Run 1, register map, names as in the netlist:
Drawn at 4 px/um. Other sequential cells in the stronger grey, the rest of the logic in the fainter grey.
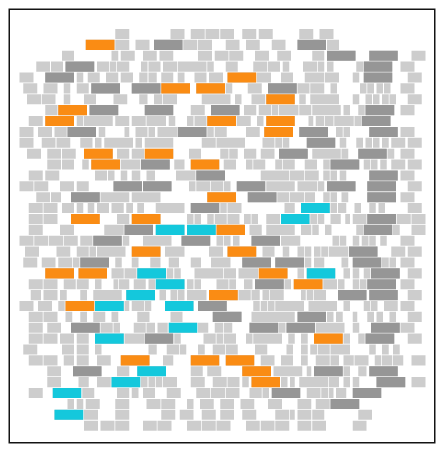
Run 1, gate-type map:
Drawn at 2 px/um.
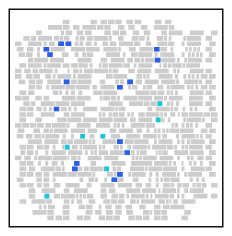
Run 1, track usage over the die:
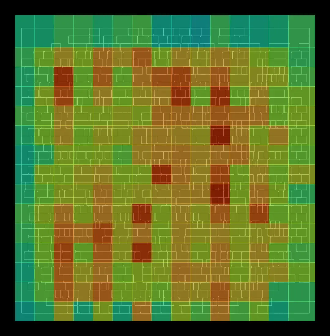
Run 1, zoomed window:
Region (67, 68) to (92, 93) um. Cells in grey, sequential cells in the stronger grey; small squares are vias.
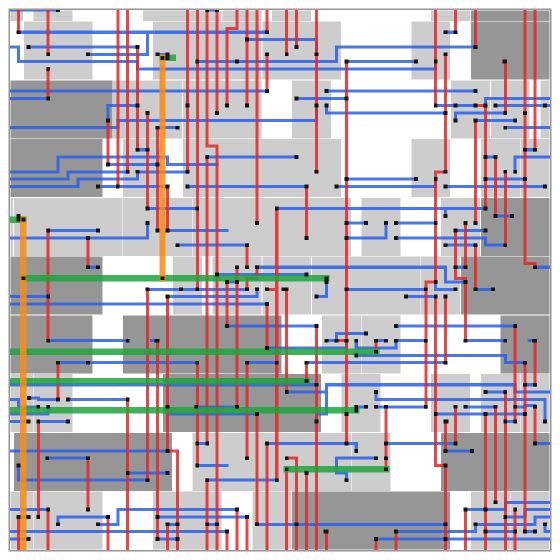
## config.mk

```make
export PLATFORM = sky130hd
export DESIGN_NAME = prefix_sum_stage
export DESIGN_NICKNAME = d
export VERILOG_FILES = /design/src/rtl/prefix_sum_stage.sv
export SDC_FILE = /design/constraint.sdc
export NUM_CORES = 1
export LEC_CHECK = 0
export CORE_AREA = 2 2 104 106
export CTS_BUF_LIST = sky130_fd_sc_hd__clkbuf_8
export DETAILED_ROUTE_END_ITERATION = 10
export DIE_AREA = 0 0 106 108
export GPL_ROUTABILITY_DRIVEN = 0
export PLACE_DENSITY_LB_ADDON = 0.12
export SKIP_LAST_GASP = 1
export SYNTH_ARGS = -nofsm -noshare
export SYNTH_HDL_FRONTEND = slang
export SYNTH_SLANG_ARGS = --single-unit
```

## constraint.sdc

```tcl
create_clock -name clk -period 3.74 [get_ports clk]
set_input_delay 0.561 -clock clk [delete_from_list [all_inputs] [get_ports clk]]
set_output_delay 0.561 -clock clk [all_outputs]
set_load 0.01 [all_outputs]
```

## src/rtl/prefix_sum_stage.sv

```systemverilog
// rtl/prefix_sum_stage.sv - two-register adder back end fed by an external group prefix tree
// Optional ADDER_OVERFLOW_EN adds a registered signed-overflow output.
`ifndef INPUTSIZE
`define INPUTSIZE 32
`endif
`ifndef GROUPSIZE
`define GROUPSIZE 4
`endif

module prefix_sum_stage #(
  parameter int INPUTSIZE = `INPUTSIZE,
  parameter int GROUPSIZE = `GROUPSIZE,
  localparam int TREESIZE = INPUTSIZE / GROUPSIZE
) (
  input  logic                  clk,
  input  logic                  rst,
  input  logic                  in_valid,
  output logic                  in_ready,
  input  logic [INPUTSIZE-1:0]  a,
  input  logic [INPUTSIZE-1:0]  b,
  input  logic                  cin,
  input  logic [2*TREESIZE-1:0] r,
  output logic                  out_valid,
  input  logic                  out_ready,
  output logic [INPUTSIZE-1:0]  sum,
`ifdef ADDER_OVERFLOW_EN
  output logic                  overflow,
`endif
  output logic                  cout
);

  logic                  s1_valid;
  logic [INPUTSIZE-1:0]  s1_a;
  logic [INPUTSIZE-1:0]  s1_b;
  logic                  s1_cin;
  logic [2*TREESIZE-1:0] s1_r;

  logic                  s1_load;
  logic                  s2_load;

  logic [INPUTSIZE-1:0]  p;
  logic [INPUTSIZE-1:0]  g;
  logic [TREESIZE-1:0]   grp_cin;
  logic [INPUTSIZE-1:0]  carry;
  logic [INPUTSIZE-1:0]  sum_next;
  logic                  cout_next;

  assign s2_load  = s1_valid && (!out_valid || out_ready);
  assign s1_load  = !s1_valid || s2_load;
  assign in_ready = s1_load;

  always_ff @(posedge clk) begin
    if (rst) begin
      s1_valid <= 1'b0;
      s1_a     <= '0;
      s1_b     <= '0;
      s1_cin   <= 1'b0;
      s1_r     <= '0;
    end else if (s1_load) begin
      s1_valid <= in_valid;
      if (in_valid) begin
        s1_a   <= a;
        s1_b   <= b;
        s1_cin <= cin;
        s1_r   <= r;
      end
    end
  end

  assign p = s1_a ^ s1_b;
  assign g = s1_a & s1_b;

  // Group carry-ins come straight from the registered prefix pairs, not from a/b.
  always_comb begin
    grp_cin    = '0;
    grp_cin[0] = s1_cin;
    for (int k = 1; k < TREESIZE; k++) begin
      grp_cin[k] = s1_r[2*k-1] | (s1_r[2*k-2] & s1_cin);
    end
  end

  always_comb begin
    logic c;
    c     = 1'b0;
    carry = '0;
    for (int k = 0; k < TREESIZE; k++) begin
      c = grp_cin[k];
      for (int j = 0; j < GROUPSIZE; j++) begin
        carry[k*GROUPSIZE+j] = c;
        c = g[k*GROUPSIZE+j] | (p[k*GROUPSIZE+j] & c);
      end
    end
  end

  assign sum_next  = p ^ carry;
  assign cout_next = s1_r[2*TREESIZE-1] | (s1_r[2*TREESIZE-2] & s1_cin);

  always_ff @(posedge clk) begin
    if (rst) begin
      out_valid <= 1'b0;
      sum       <= '0;
      cout      <= 1'b0;
    end else if (s2_load) begin
      out_valid <= 1'b1;
      sum       <= sum_next;
      cout      <= cout_next;
    end else if (out_ready) begin
      out_valid <= 1'b0;
    end
  end

`ifdef ADDER_OVERFLOW_EN
  always_ff @(posedge clk) begin
    if (rst) begin
      overflow <= 1'b0;
    end else if (s2_load) begin
      overflow <= carry[INPUTSIZE-1] ^ cout_next;
    end
  end
`endif

endmodule

```

==> impl_metrics.csv, run 1 <==
group,metric,value,unit
clocking,clock_latency,420,ps
timing,setup_slack,992,ps
synth,synth_cell_type_count,27,
critical_path,cp_num_buf_inv,3,
power,p_sw_frac,0.271,
synth,top_area_frac,0.400,
clocking,cts_sinks,116,
synth,syn-instance-count,570,
synth,synth_warnings,0,
timing,fin_hold_ws,476,ps
timing,fmax,364,MHz
global_routing,grt_max_degree,83,
final_layout,nNonClkBuffers,127,
final_layout,fin_nets,765,
clocking,clk_pin_slew,70,ps
clocking,clock-root-buffer,"clkbuf_8",
final_layout,fill_cells,849,
synth,common_cells,"dfxtp_1, o21ai_0, a21oi_2, nand3_2, a21oi_1",
synth,ys_cells,570,
final_layout,lay_top_cells,"clkdlybuf4s50_1, dfxtp_1, o21ai_0",
power,clock_power_share,0.356,
critical_path,cpPeakStageDelay,610,ps
route,ant_nets,0,
final_layout,bufAreaShareNonClock,0.176,
global_routing,antenna_found_initial,0,
critical_path,worstPathCellList,"clkdlybuf4s50_1, and3b_2, inv_4, clkdlybuf4s50_1",
clocking,cts.repair.resized,0,
synth,ys_ff,116,
timing,hold_viol_final,0,
synth,area_leaders,"dfxtp_1, nand3_2, a21oi_2",
critical_path,slowest_stage,"clkdlybuf4s50_1",
critical_path,crit_arrival,2190,ps
global_routing,grt_pass1_wl,22000,um
timing,post-route-min-period,2750,ps
synth,synth_seq_share,0.400,
route,routed-via-count,4471,
timing,relSlewSlack,0.214,
clocking,postCtsHoldBufs,0,
timing,slew_viol_final,0,
synth,synth.avg_cell_area,10.2,um^2
floorplan,fp_util,0.568,
synth,yosys.area_share.aoi,0.249,
global_routing,grt_pass1_vias,4327,
power,p_int,2.03,mW
floorplan,well_tap_count,136,
critical_path,path_max_fanout,24,
worst_hold_path,min_path_type,"reg2reg",
synth,top_area_cell,"dfxtp_1",
final_layout,combGateArea,3020,um^2
timing,worst_pin_slew,1180,ps
clocking,clock_path_buffers,2,
global_routing,grt_use_total,0.245,
route,wl_met1,6440,um
outcome,outcome,"finished clean",
power,power.total,2.79,mW
synth,synth.cell_area,5810,um^2
critical_path,cp_top_family,"buffers and inverters",
timing,finClkSkew,13.2,ps
route,met3_length,555,um
final_layout,antennaDiodeCount,0,
global_routing,busiest_layer,"met2",
synth,fp_nets,679,
route,post_drt_via_cell_ratio,5.55,
floorplan,die_x,106,um
final_layout,areaGrowthSynthToFinish,22.9,%
floorplan,core-area,10200,um^2
power,power_leader,"registers",
timing,setup_tns,0,ps
route,firstDrtPassIters,4,
power,p_comb,0.443,mW
Back to the opening pictures, 'register map, names as in the netlist':
s1_r: in cyan, placed flops 16. s1_b: in orange, placed flops 32.
Another 68 sequential cells are not coloured.
final design utilization: 0.698
Seq/total area: 0.325
Reg area: 2320 um^2
sequential power: 1.35 mW

Back to the opening pictures, 'gate-type map':
xor and xnor cells: in blue, cells 16. non-inverting ao/oa cells: in cyan, cells 7, most used a21o_1.
Non-Filler Instances: 805
Commonest Layout Cell: clkdlybuf4s50_1
Comb/total area: 0.423

Back to the opening pictures, 'track usage over the die':
Wirelength per Cell: 16.5 um
met1 usage: 0.357
met2 Resource Use GR: 0.370

Back to the opening pictures, 'zoomed window':
M2: in red. M4: in orange. M3: in green. M1: in blue.
Sequential cells in the window: 10. Netlist names of flops here include sum (4), s1_a (3), s1_b (3). 50 logic cells have their middle in the window. Most frequent: dfxtp_1 (10), nand3_1 (9), a21oi_1 (8).

[run 1: path summary, 6_finish.rpt]
kind / from / endpoint / slack [ps]
setup / recovery: out_ready / in_ready / 990
hold / removal: sum[24] / sum[24] / 480
setup reg to reg: s1_cin / sum[27] / 1230
hold reg to reg: sum[24] / sum[24] / 480
[run 1: flip-flops by register name (all words and copies together) (netlist names)]
register   count
s1_cin         1
s1_a          32
out_valid      1
s1_b          32
cout           1
s1_r          16
sum           32
s1_valid       1
[run 1: through the flow]
step           utilization  cell area [um^2]
2_1_floorplan            -              5810
3_3_place_gp         0.665              6800
3_5_place_dp         0.665              6800
4_1_cts              0.698              7140
5_1_grt              0.698              7140
6_report             0.698              7140
[run 1: tightest hold or removal path: stages (launching register included)]
cell and delay (ps):
dfxtp_1 310, o21ai_0 60, a21oi_1 60
Run 1, the metal 1 layer:
Drawn at 2 px/um.
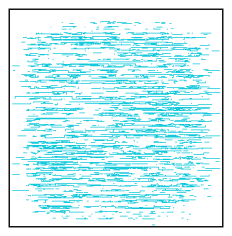

==> run 1 -> run 2 <==
CORE_AREA = 2 2 114 116   (was 2 2 104 106)
DIE_AREA = 0 0 116 118   (was 0 0 106 108)
clock period = 2.5 ns   (was 3.74 ns; I/O delays follow)
Run 2, the metal 1 layer:
Drawn at 2 px/um.
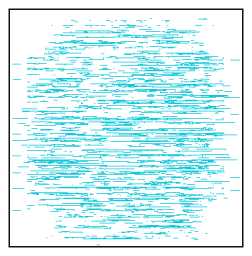
The layer carries 6980 um of wire. 696 nets have wire on it. The layer holds 48% of the routed length. The wires run mostly horizontal.
met1 usage: 0.310
vias: 4501

==> run 2 against run 1 <==
Effect of this change:
- via count is 0.67% higher
- clock-buffer cell count is the same
- worst hold slack improved by 3.1 ps
- first-iteration DRC count grew 2.8%
- synthesized area did not move
- critical endpoint is now sum[19]
- die size up 20%
- non-clock buffer count grew 3
- clock skew about the same
- power increased by 55%
- flip-flop count unchanged
==> impl_metrics.csv, run 2 <==
group,metric,value,unit
critical_path,r2r_cells,7,
critical_path,critPathCaptureType,"register",
synth,fp_nets,679,
route,drcViolationCount,0,
final_layout,areaGrowthSynthToFinish,25.2,%
final_layout,mostFrequentLayoutCell,"clkdlybuf4s50_1",
clocking,postCtsHoldBufs,0,
synth,yosys.area_share.adder,0.0827,
critical_path,crit_path_start,"s1_cin",
synth,synth_seq_share,0.400,
worst_hold_path,worst_hold_path.endpoint,"sum[29]",
clocking,cts_sinks,116,
timing,relSlewSlack,0.502,
floorplan,die_y,118,um
clocking,clock_latency,420,ps
synth,common_cells,"dfxtp_1, o21ai_0, a21oi_2, nand3_2, a21oi_1",
synth,async_reset_ff_frac,0,
timing,setup_slack,158,ps
synth,ys_cells,570,
floorplan,ios,120,
synth,synthMuxAreaShare,0,
global_routing,grt_util_met3,0.0376,
outcome,outcome,"finished clean",
timing,slew_viol_final,0,
floorplan,fp_util,0.468,
clocking,clock-root-buffer,"clkbuf_8",
critical_path,cpPeakStageDelay,410,ps
synth,area_leaders,"dfxtp_1, nand3_2, a21oi_2",
worst_hold_path,min_path_type,"reg2reg",
global_routing,antenna_found_initial,0,
critical_path,crit_arrival,2620,ps
synth,synth_warnings,0,
critical_path,setup.worst_path.start_class,"register",
final_layout,fin_nets,768,
timing,fin_hold_ws,479,ps
global_routing,grt_max_degree,117,
final_layout,biggestRegsByFlops,"s1_a (32), s1_b (32), sum (32)",
critical_path,slowest_stage,"dfxtp_2",
timing,setup_tns,0,ps
synth,synth.avg_cell_area,10.2,um^2
clocking,cts_setup_buffers,0,
worst_hold_path,hold_path_startpoint,"sum[29]",
global_routing,grt_pass1_vias,4434,
critical_path,cp_common_cell,"fa_1",
timing,fmax,427,MHz
clocking,numCtsBuffers,17,
synth,ys_top_logic_family,"AND-OR/OR-AND gates",
route,post_drt_via_cell_ratio,5.34,
critical_path,worst_r2r_startpoint,"s1_cin",
critical_path,endpoint,"sum[19]",
timing,post-route-min-period,2340,ps
route,ant_nets,0,
synth,xor_share,0.0241,
critical_path,path_max_fanout,10,
place,dpl_cell_area,6890,um^2
critical_path,r2r-end,"sum[19]",
final_layout,finish.instance_area,7270,um^2
global_routing,grt_pass1_wl,23400,um
timing,finClkSkew,12.9,ps
synth,syn-instance-count,570,
job,maxCapViolCount,0,
final_layout,lay_top_cells,"clkdlybuf4s50_1, dfxtp_1, o21ai_0",
power,p_leak,2.63,nW
synth,synth_cell_type_count,27,
timing,rsz0062_at_grt,"no",
synth,top_area_frac,0.400,
clocking,clock_path_buffers,2,
final_layout,drive_above_1_share,0.282,
place,place_ws,76.8,ps
global_routing,overflow,0,
power,power.total,4.32,mW
synth,synth.cell_area,5810,um^2
floorplan,core-area,12400,um^2
timing,hold_viol_final,0,
synth,top_area_cell,"dfxtp_1",
critical_path,r2r_setup_slack,160,ps
route,firstDrtPassIters,4,
timing,worst_pin_slew,747,ps
job,warnings,28,
final_layout,layout.cells.non_filler,843,
clocking,cts.repair.resized,0,
final_layout,antennaDiodeCount,0,
place,dp.cells,812,
timing,finalClockPeriodUsage,0.937,
critical_path,worstPathCellList,"a21o_1, fa_1, fa_1, fa_1, xor2_1, xnor2_1, o22ai_1",
synth,ys_ff,116,
critical_path,cp_num_buf_inv,0,
clocking,clk_pin_slew,70,ps
clocking,cts_tree,"built",
floorplan,dieArea,13700,um^2
floorplan,rows,41,
critical_path,cp_top_family,"adder cells",
floorplan,die_x,116,um
critical_path,cp_num_cells,7,
synth,yosys_area,5810,um^2
synth,yosys.area_share.aoi,0.249,
Run 2, track usage over the die:
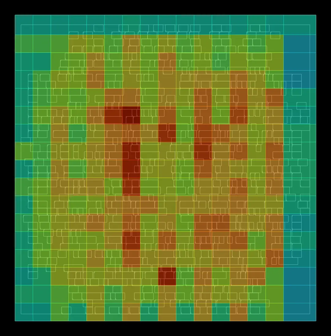
busiest grt layer: met2
Wirelength per Cell: 17.3 um
Total GRT Usage: 0.218
final design utilization: 0.586
met2 Resource Use GR: 0.340

==> run 2: cell count changes in the layout (fill, tap and decap cells not counted), moves of 2 or more <==
cell and change:
buf_12 +2, inv_1 -4, clkinv_4 +2, clkinvlp_4 +2
clkinv_2 -2
==> run 2: area by class of cell <==
cell class,instances,area (um^2)
sequential,116,2320
tap,172,215
multi-input combinational,387,3020
clock inverter,14,140
clock buffer,17,234
timing repair buffer,130,1310
fill,1111,5140
inverter,7,28.8
==> run 2: routing by layer <==
layer,share of wire,up-vias
li1,-,2195
met1,0.48,2189
met2,0.47,107
met3,0.038,10
met4,0.010,0
met5,0,-
==> run 2: power breakdown <==
group,switching (mW),internal (mW)
clock,0.756,0.870
sequential,0.0781,1.95
combinational,0.330,0.337
Power is estimated from default activity; no workload was simulated.
